==> config.mk <==
export PLATFORM = sky130hd
export DESIGN_NAME = decoder_seq
export DESIGN_NICKNAME = d
export VERILOG_FILES = /design/src/rtl/decoder_seq.sv
export SDC_FILE = /design/constraint.sdc
export NUM_CORES = 1
export LEC_CHECK = 0
export CORE_MARGIN = 2
export CORE_UTILIZATION = 41
export DETAILED_ROUTE_END_ITERATION = 10
export PLACE_DENSITY_LB_ADDON = 0.12
export SYNTH_ARGS = -nofsm -noshare
export SYNTH_HDL_FRONTEND = slang
export SYNTH_SLANG_ARGS = --single-unit
==> constraint.sdc <==
create_clock -name clk -period 2.1 [get_ports clk]
set_input_delay 0.42 -clock clk [delete_from_list [all_inputs] [get_ports clk]]
set_output_delay 0.42 -clock clk [all_outputs]
set_load 0.01 [all_outputs]
==> src/rtl/decoder_seq.sv <==
// Byte-serial handshaked instruction decoder: assembles a 2W-bit instruction, optionally fetches a data byte,
// decodes it and holds the bundle until accepted. Optional counters built only with DECODER_PERF_CNT_EN.
module decoder_seq #(
  parameter int unsigned W     = 8,
  parameter int unsigned CNT_W = 16
) (
  input  logic             clk,
  input  logic             rst,
  input  logic             flush,
  input  logic [W-1:0]     in_data,
  input  logic             in_valid,
  output logic             in_ready,
  output logic             out_valid,
  input  logic             out_ready,
  output logic [2*W-1:0]   inst,
  output logic             op_nop,
  output logic             op_load,
  output logic             op_add,
  output logic             op_sub,
  output logic             op_and,
  output logic             op_or,
  output logic             op_xor,
  output logic             op_out_lo,
  output logic             op_out_hi,
  output logic             op_unknown,
  output logic             src_imm,
  output logic             src_ram,
  output logic [2*W-1:0]   rhs,
  output logic [W-1:0]     ram_addr,
  output logic [CNT_W-1:0] cnt_inst,
  output logic [CNT_W-1:0] cnt_unknown
);

  typedef enum logic [1:0] {FETCH_HI, FETCH_LO, FETCH_DATA, HOLD} state_t;

  localparam int unsigned F_NOP    = 9;
  localparam int unsigned F_LOAD   = 8;
  localparam int unsigned F_ADD    = 7;
  localparam int unsigned F_SUB    = 6;
  localparam int unsigned F_AND    = 5;
  localparam int unsigned F_OR     = 4;
  localparam int unsigned F_XOR    = 3;
  localparam int unsigned F_OUT_LO = 2;
  localparam int unsigned F_OUT_HI = 1;
  localparam int unsigned F_UNK    = 0;

  state_t           state_q, state_d;
  logic [W-1:0]     hi_q, hi_d;
  logic [W-1:0]     lo_q, lo_d;
  logic [2*W-1:0]   inst_q, inst_d;
  logic [9:0]       flags_q, flags_d;
  logic             src_imm_q, src_imm_d;
  logic             src_ram_q, src_ram_d;
  logic [2*W-1:0]   rhs_q, rhs_d;
  logic [W-1:0]     ram_addr_q, ram_addr_d;

  logic [2*W-1:0]   dec_inst;
  logic [W-1:0]     dec_h, dec_l;
  logic [3:0]       dec_opc;
  logic [1:0]       dec_src;
  logic             dec_hi, dec_opc_ok, dec_needs_data;
  logic [9:0]       dec_flags;
  logic             dec_imm, dec_ram;
  logic [2*W-1:0]   dec_rhs;
  logic [W-1:0]     dec_addr;

  // Decode runs on the word being completed this cycle; in FETCH_DATA in_data is the operand byte D.
  always_comb begin
    dec_inst   = (state_q == FETCH_DATA) ? {hi_q, lo_q} : {hi_q, in_data};
    dec_h      = dec_inst[2*W-1:W];
    dec_l      = dec_inst[W-1:0];
    dec_opc    = dec_inst[2*W-2 -: 4];
    dec_src    = dec_inst[2*W-6 -: 2];
    dec_hi     = dec_inst[W];
    dec_opc_ok = (dec_opc <= 4'd5);
    dec_flags  = '0;
    dec_imm    = 1'b0;
    dec_ram    = 1'b0;
    dec_rhs    = '0;
    dec_addr   = '0;
    if (!dec_h[W-1]) begin
      if (dec_h == '0)          dec_flags[F_NOP]    = 1'b1;
      else if (dec_h == W'(8))  dec_flags[F_OUT_LO] = 1'b1;
      else if (dec_h == W'(9))  dec_flags[F_OUT_HI] = 1'b1;
      else                      dec_flags[F_UNK]    = 1'b1;
    end else if (!dec_opc_ok || dec_src == 2'b11) begin
      dec_flags[F_UNK] = 1'b1;
    end else begin
      case (dec_opc)
        4'd0:    dec_flags[F_LOAD] = 1'b1;
        4'd1:    dec_flags[F_ADD]  = 1'b1;
        4'd2:    dec_flags[F_SUB]  = 1'b1;
        4'd3:    dec_flags[F_AND]  = 1'b1;
        4'd4:    dec_flags[F_OR]   = 1'b1;
        4'd5:    dec_flags[F_XOR]  = 1'b1;
        default: dec_flags[F_UNK]  = 1'b1;
      endcase
      case (dec_src)
        2'b00: begin
          dec_imm = 1'b1;
          dec_rhs = dec_hi ? {dec_l, {W{1'b0}}} : {{W{1'b0}}, dec_l};
        end
        2'b01: begin
          dec_imm = 1'b1;
          dec_rhs = dec_hi ? {in_data, {W{1'b0}}} : {{W{1'b0}}, in_data};
        end
        2'b10: begin
          dec_ram  = 1'b1;
          dec_addr = dec_l;
        end
        default: ;
      endcase
    end
    dec_needs_data = dec_h[W-1] && dec_opc_ok && (dec_src == 2'b01);
  end

  always_comb begin
    state_d    = state_q;
    hi_d       = hi_q;
    lo_d       = lo_q;
    inst_d     = inst_q;
    flags_d    = flags_q;
    src_imm_d  = src_imm_q;
    src_ram_d  = src_ram_q;
    rhs_d      = rhs_q;
    ram_addr_d = ram_addr_q;
    if (flush) begin
      state_d = FETCH_HI;
    end else begin
      case (state_q)
        FETCH_HI: if (in_valid) begin
          hi_d    = in_data;
          state_d = FETCH_LO;
        end
        FETCH_LO: if (in_valid) begin
          lo_d = in_data;
          if (dec_needs_data) begin
            state_d = FETCH_DATA;
          end else begin
            inst_d     = dec_inst;
            flags_d    = dec_flags;
            src_imm_d  = dec_imm;
            src_ram_d  = dec_ram;
            rhs_d      = dec_rhs;
            ram_addr_d = dec_addr;
            state_d    = HOLD;
          end
        end
        FETCH_DATA: if (in_valid) begin
          inst_d     = dec_inst;
          flags_d    = dec_flags;
          src_imm_d  = dec_imm;
          src_ram_d  = dec_ram;
          rhs_d      = dec_rhs;
          ram_addr_d = dec_addr;
          state_d    = HOLD;
        end
        HOLD: if (out_ready) state_d = FETCH_HI;
        default: state_d = FETCH_HI;
      endcase
    end
  end

  always_ff @(posedge clk or posedge rst) begin
    if (rst) begin
      state_q    <= FETCH_HI;
      hi_q       <= '0;
      lo_q       <= '0;
      inst_q     <= '0;
      flags_q    <= '0;
      src_imm_q  <= 1'b0;
      src_ram_q  <= 1'b0;
      rhs_q      <= '0;
      ram_addr_q <= '0;
    end else begin
      state_q    <= state_d;
      hi_q       <= hi_d;
      lo_q       <= lo_d;
      inst_q     <= inst_d;
      flags_q    <= flags_d;
      src_imm_q  <= src_imm_d;
      src_ram_q  <= src_ram_d;
      rhs_q      <= rhs_d;
      ram_addr_q <= ram_addr_d;
    end
  end

  assign in_ready   = (state_q != HOLD);
  assign out_valid  = (state_q == HOLD);
  assign inst       = inst_q;
  assign op_nop     = flags_q[F_NOP];
  assign op_load    = flags_q[F_LOAD];
  assign op_add     = flags_q[F_ADD];
  assign op_sub     = flags_q[F_SUB];
  assign op_and     = flags_q[F_AND];
  assign op_or      = flags_q[F_OR];
  assign op_xor     = flags_q[F_XOR];
  assign op_out_lo  = flags_q[F_OUT_LO];
  assign op_out_hi  = flags_q[F_OUT_HI];
  assign op_unknown = flags_q[F_UNK];
  assign src_imm    = src_imm_q;
  assign src_ram    = src_ram_q;
  assign rhs        = rhs_q;
  assign ram_addr   = ram_addr_q;

`ifdef DECODER_PERF_CNT_EN
  logic             xfer;
  logic [CNT_W-1:0] cnt_inst_q, cnt_inst_d;
  logic [CNT_W-1:0] cnt_unknown_q, cnt_unknown_d;

  // Counters ignore flush; a handshake coinciding with flush is not a transfer.
  always_comb begin
    xfer          = (state_q == HOLD) && out_ready && !flush;
    cnt_inst_d    = cnt_inst_q;
    cnt_unknown_d = cnt_unknown_q;
    if (xfer && (cnt_inst_q != '1))
      cnt_inst_d = cnt_inst_q + CNT_W'(1);
    if (xfer && flags_q[F_UNK] && (cnt_unknown_q != '1))
      cnt_unknown_d = cnt_unknown_q + CNT_W'(1);
  end

  always_ff @(posedge clk or posedge rst) begin
    if (rst) begin
      cnt_inst_q    <= '0;
      cnt_unknown_q <= '0;
    end else begin
      cnt_inst_q    <= cnt_inst_d;
      cnt_unknown_q <= cnt_unknown_d;
    end
  end

  assign cnt_inst    = cnt_inst_q;
  assign cnt_unknown = cnt_unknown_q;
`else
  assign cnt_inst    = '0;
  assign cnt_unknown = '0;
`endif

endmodule

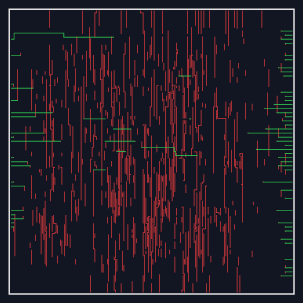
**Above:** run 1 (wiring by layer).
Drawn at 3 px/µm. Only two layers are drawn.
legend:
  metal 3:
    colour: green
    wire_length: 355 µm
  metal 2:
    colour: red
    wire_length: 3180 µm

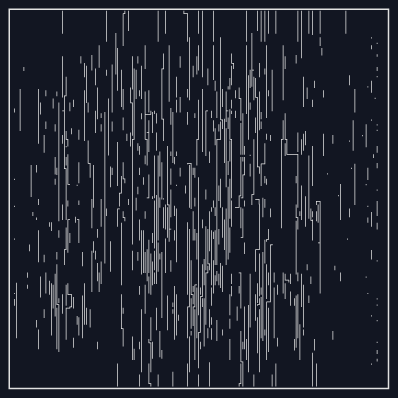
**Above:** run 1 (signal wires on met2).
Drawn at 4 px/µm.
longest straight run: 37.7 µm
nets with wire on the layer: 337

==> qor.yml, run 1 <==
cells_and_area:
  top_area_cell_class: "sequential cells"
  comb_share: 0.314
  drive_above_1_share: 0.176
  buffers_excl_clock: 85
  fin_util: 0.550
  area_share_nonclk_buffers: 0.201
  layout_top_cell: "dfrtp_1"
  ff_latch_area_um2: 1750
  most-common-layout-cells: "dfrtp_1, clkdlybuf4s50_1, conb_1"
grt:
  antenna_found_initial: 0
  met1_usage: 0.264
  overflow: 0
  met2_usage: 0.246
  busiest_layer: "met1"
setup_path:
  r2r_slack_ns: 0.17
  worst-setup-path-type: "reg2out"
  path_max_fanout: 5
  cp.arrival_ns: 1.59
  start_kind: "flop"
place:
  hpwlAfterDp_mm: 5.05
  numPortBuffers: 66
run_status:
  status: "finished clean"
synth:
  edf_count: 0
  top_area_frac: 0.523
  common_cells: "dfrtp_1, buf_4, mux2_2, nand2_1, a22o_1"
  synth_top_cell_by_area: "dfrtp_1"
  ys_cells: 282
  ys_chip_area_um2: 3350
  ys_types: 39
  synth_area_per_cell_um2: 11.9
clock_tree:
  cts.path.max_buffers: 2
  cts_resized: 0
die:
  num_rows: 32
  die_h_um: 94.4
  fp-utilization: 0.429
  chip_area_um2: 8920
drt:
  top_layer: "met4"
  wl_met1_mm: 3.60
  dr_wl_met2_mm: 3.18
  wire_per_inst_um: 15.3
min_path:
  worstHoldPathType: "reg2reg"
final_timing:
  fin_crit_sh: 0.955
  setup_viol: 0
  slew_viol_final: 0
power:
  p_comb_w: 0.00234
  p_leak_nw: 1.96
  power_w: 0.00546
  vdd_ir_drop_max_uv: 502
flow_run:
  warnings: 30
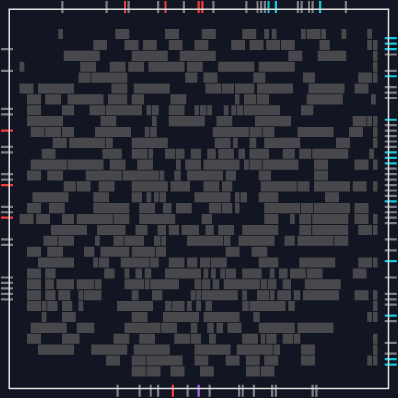
**Above:** run 1 (I/O pins on the die edge).
Drawn at 4 px/µm. Pins as bars across the die edge, other pins in grey.
legend:
  in_data:
    colour: red
    pins: 8
    direction: input
    edge: 4 top, 3 left, 1 bottom
  cnt_inst:
    colour: cyan
    pins: 16
    direction: output
    edge: 13 right, 3 top
  op_nop:
    colour: purple
    pins: 1
    direction: output
    edge: bottom
all pins by edge: 42 right, 22 top, 20 left, 15 bottom

**Run 1: wires at chosen ports, followed through buffers**

Drawn at 3 px/µm.
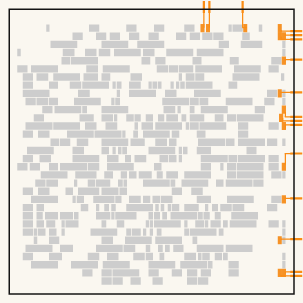

==> run 2, diff against run 1 <==
--- a/config.mk
+++ b/config.mk
@@ -5,9 +5,11 @@
 export SDC_FILE = /design/constraint.sdc
 export NUM_CORES = 1
 export LEC_CHECK = 0
+export CORE_ASPECT_RATIO = 1.5
 export CORE_MARGIN = 2
 export CORE_UTILIZATION = 41
 export DETAILED_ROUTE_END_ITERATION = 10
+export MAX_ROUTING_LAYER = met4
 export PLACE_DENSITY_LB_ADDON = 0.12
 export SYNTH_ARGS = -nofsm -noshare
 export SYNTH_HDL_FRONTEND = slang
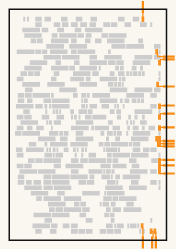
**Above:** run 2 (wires at chosen ports, followed through buffers).
Drawn at 2 px/µm.
legend:
  cnt_inst:
    colour: orange
    direction: output
    end_cells: 16
    buffers: 0
    wire: 58.5 µm

==> run 2 against run 1 <==
- critical path depth did not move
- area after synthesis did not move
- non-clock buffer count rose by 1
- largest cell class unchanged
- total power rose by 9.4%
- fmax rose by 0.80%
==> qor.yml, run 2 <==
cells_and_area:
  stdcell_count: 475
  ff_latch_area_um2: 1750  # unchanged
  area_share_nonclk_buffers: 0.199  # -0.00196
  top_area_cell_class: "sequential cells"
  drive_above_1_share: 0.184  # +0.00763
  layout_top_cell: "dfrtp_1"
  buffers_excl_clock: 86  # +1.2%
  fin_util: 0.558  # +0.00754
setup_path:
  path_max_fanout: 5  # unchanged
  worst-setup-path-type: "reg2out"
  start_kind: "flop"
  r2r_slack_ns: 0.17  # about the same
  cp.arrival_ns: 1.57  # -0.02 ns
power:
  p_comb_w: 0.00234  # about the same
  power_leader: "combinational cells"
  power_w: 0.00597  # +9.4%
  vdd_ir_drop_max_uv: 655  # +30%
  p_leak_nw: 2.02  # +3.0%
grt:
  antenna_found_initial: 0  # unchanged
  overflow: 0  # unchanged
  met2_usage: 0.322  # +0.0766
  busiest_layer: "met2"
  met1_usage: 0.216  # -0.0475
die:
  num_rows: 40  # +25%
  fp-utilization: 0.421  # -0.00810
  die_h_um: 115  # +22%
  chip_area_um2: 8930  # +0.16%
synth:
  ys_chip_area_um2: 3350  # unchanged
  ys_types: 39  # unchanged
  synth_top_cell_by_area: "dfrtp_1"
  top_area_frac: 0.523  # unchanged
  ys_cells: 282  # unchanged
  edf_count: 0  # unchanged
drt:
  drtIter0Drc: 90
  dr_wl_met2_mm: 4.06  # +27%
  top_layer: "met4"
flow_run:
  warnings: 30  # unchanged
final_timing:
  fin_crit_sh: 0.947  # -0.00755
  setup_viol: 0  # unchanged
clock_tree:
  cts.path.max_buffers: 2  # unchanged
  cts_resized: 0  # unchanged
run_status:
  status: "finished clean"
place:
  hpwlAfterDp_mm: 5.44  # +7.8%
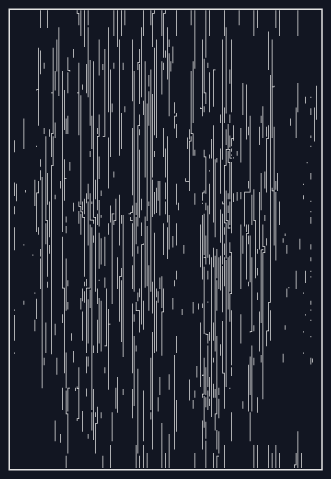
**Above:** run 2 (signal wires on met2).
Drawn at 4 px/µm.
main direction: vertical
wire length on this layer: 4060 µm
nets with wire on the layer: 347

**Run 2: I/O pins on the die edge**

Drawn at 4 px/µm. Pins as bars across the die edge, other pins in grey.
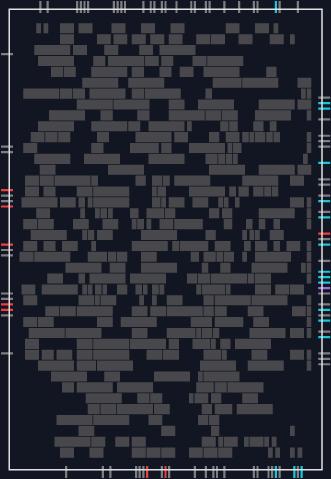

==> run 3, diff against run 2 <==
--- a/config.mk
+++ b/config.mk
@@ -6,9 +6,10 @@
 export NUM_CORES = 1
 export LEC_CHECK = 0
 export CORE_ASPECT_RATIO = 1.5
-export CORE_MARGIN = 2
+export CORE_MARGIN = 10
 export CORE_UTILIZATION = 41
 export DETAILED_ROUTE_END_ITERATION = 10
+export HOLD_SLACK_MARGIN = 0.03
 export MAX_ROUTING_LAYER = met4
 export PLACE_DENSITY_LB_ADDON = 0.12
 export SYNTH_ARGS = -nofsm -noshare
==> constraint.sdc (replaced) <==
create_clock -name clk -period 2.08 [get_ports clk]
set_input_delay 0.416 -clock clk [delete_from_list [all_inputs] [get_ports clk]]
set_output_delay 0.416 -clock clk [all_outputs]
set_load 0.01 [all_outputs]
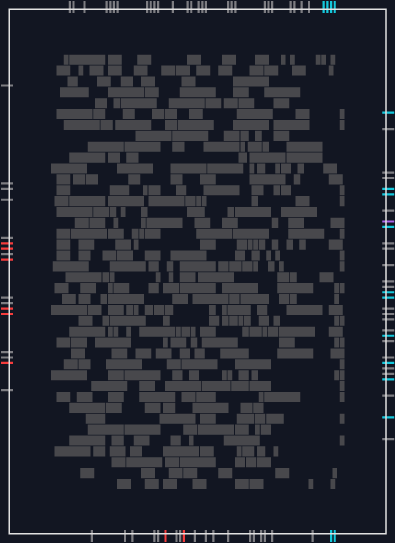
**Above:** run 3 (I/O pins on the die edge).
Drawn at 4 px/µm. Pins as bars across the die edge, other pins in grey.
legend:
  op_nop:
    colour: purple
    pins: 1
    direction: output
    edge: right
  cnt_inst:
    colour: cyan
    pins: 16
    direction: output
    edge: 10 right, 4 top, 2 bottom
  in_data:
    colour: red
    pins: 8
    direction: input
    edge: 6 left, 2 bottom
all pins by edge: 31 top, 30 right, 21 bottom, 17 left

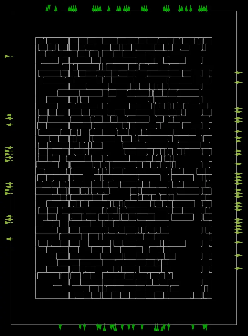
**Above:** run 3 (placement view).
Tapcells: 105
final core occ: 0.558

==> run 3 against run 2 <==
- setup slack better by 0.021 ns
- first-iteration DRC count up 10%
- total power up 1.8%
==> qor.yml, run 3 <==
drt:
  top_layer: "met4"
  dr_wl_met2_mm: 4.45  # +9.6%
cells_and_area:
  stdcell_count: 478  # +0.63%
  area_share_nonclk_buffers: 0.202  # +0.00202
  ff_latch_area_um2: 1750  # unchanged
  top_area_cell_class: "sequential cells"
  drive_above_1_share: 0.190  # +0.00656
  layout_top_cell: "dfrtp_1"
power:
  p_comb_w: 0.00244  # +4%
  vdd_ir_drop_max_uv: 729  # +11%
  power_leader: "combinational cells"
  p_leak_nw: 2.04  # +1.2%
synth:
  synth_top_cell_by_area: "dfrtp_1"
  ys_types: 39  # unchanged
  edf_count: 0  # unchanged
  top_area_frac: 0.523  # unchanged
setup_path:
  start_kind: "flop"
  cp.arrival_ns: 1.53  # -0.04 ns
  path_max_fanout: 4  # -1
  r2r_slack_ns: 0.17  # about the same
clock_tree:
  cts_resized: 1  # +1
  cts.path.max_buffers: 2  # unchanged
die:
  fp-utilization: 0.419  # -0.00263
  chip_area_um2: 12300  # +37%
grt:
  met2_usage: 0.238  # -0.0846
  antenna_found_initial: 0  # unchanged
  overflow: 0  # unchanged
  met1_usage: 0.155  # -0.0608
  busiest_layer: "met2"
final_timing:
  fin_crit_sh: 0.937
  setup_viol: 0  # unchanged
run_status:
  status: "finished clean"
Power figures rest on the tool's default switching activity, not on a simulated workload.
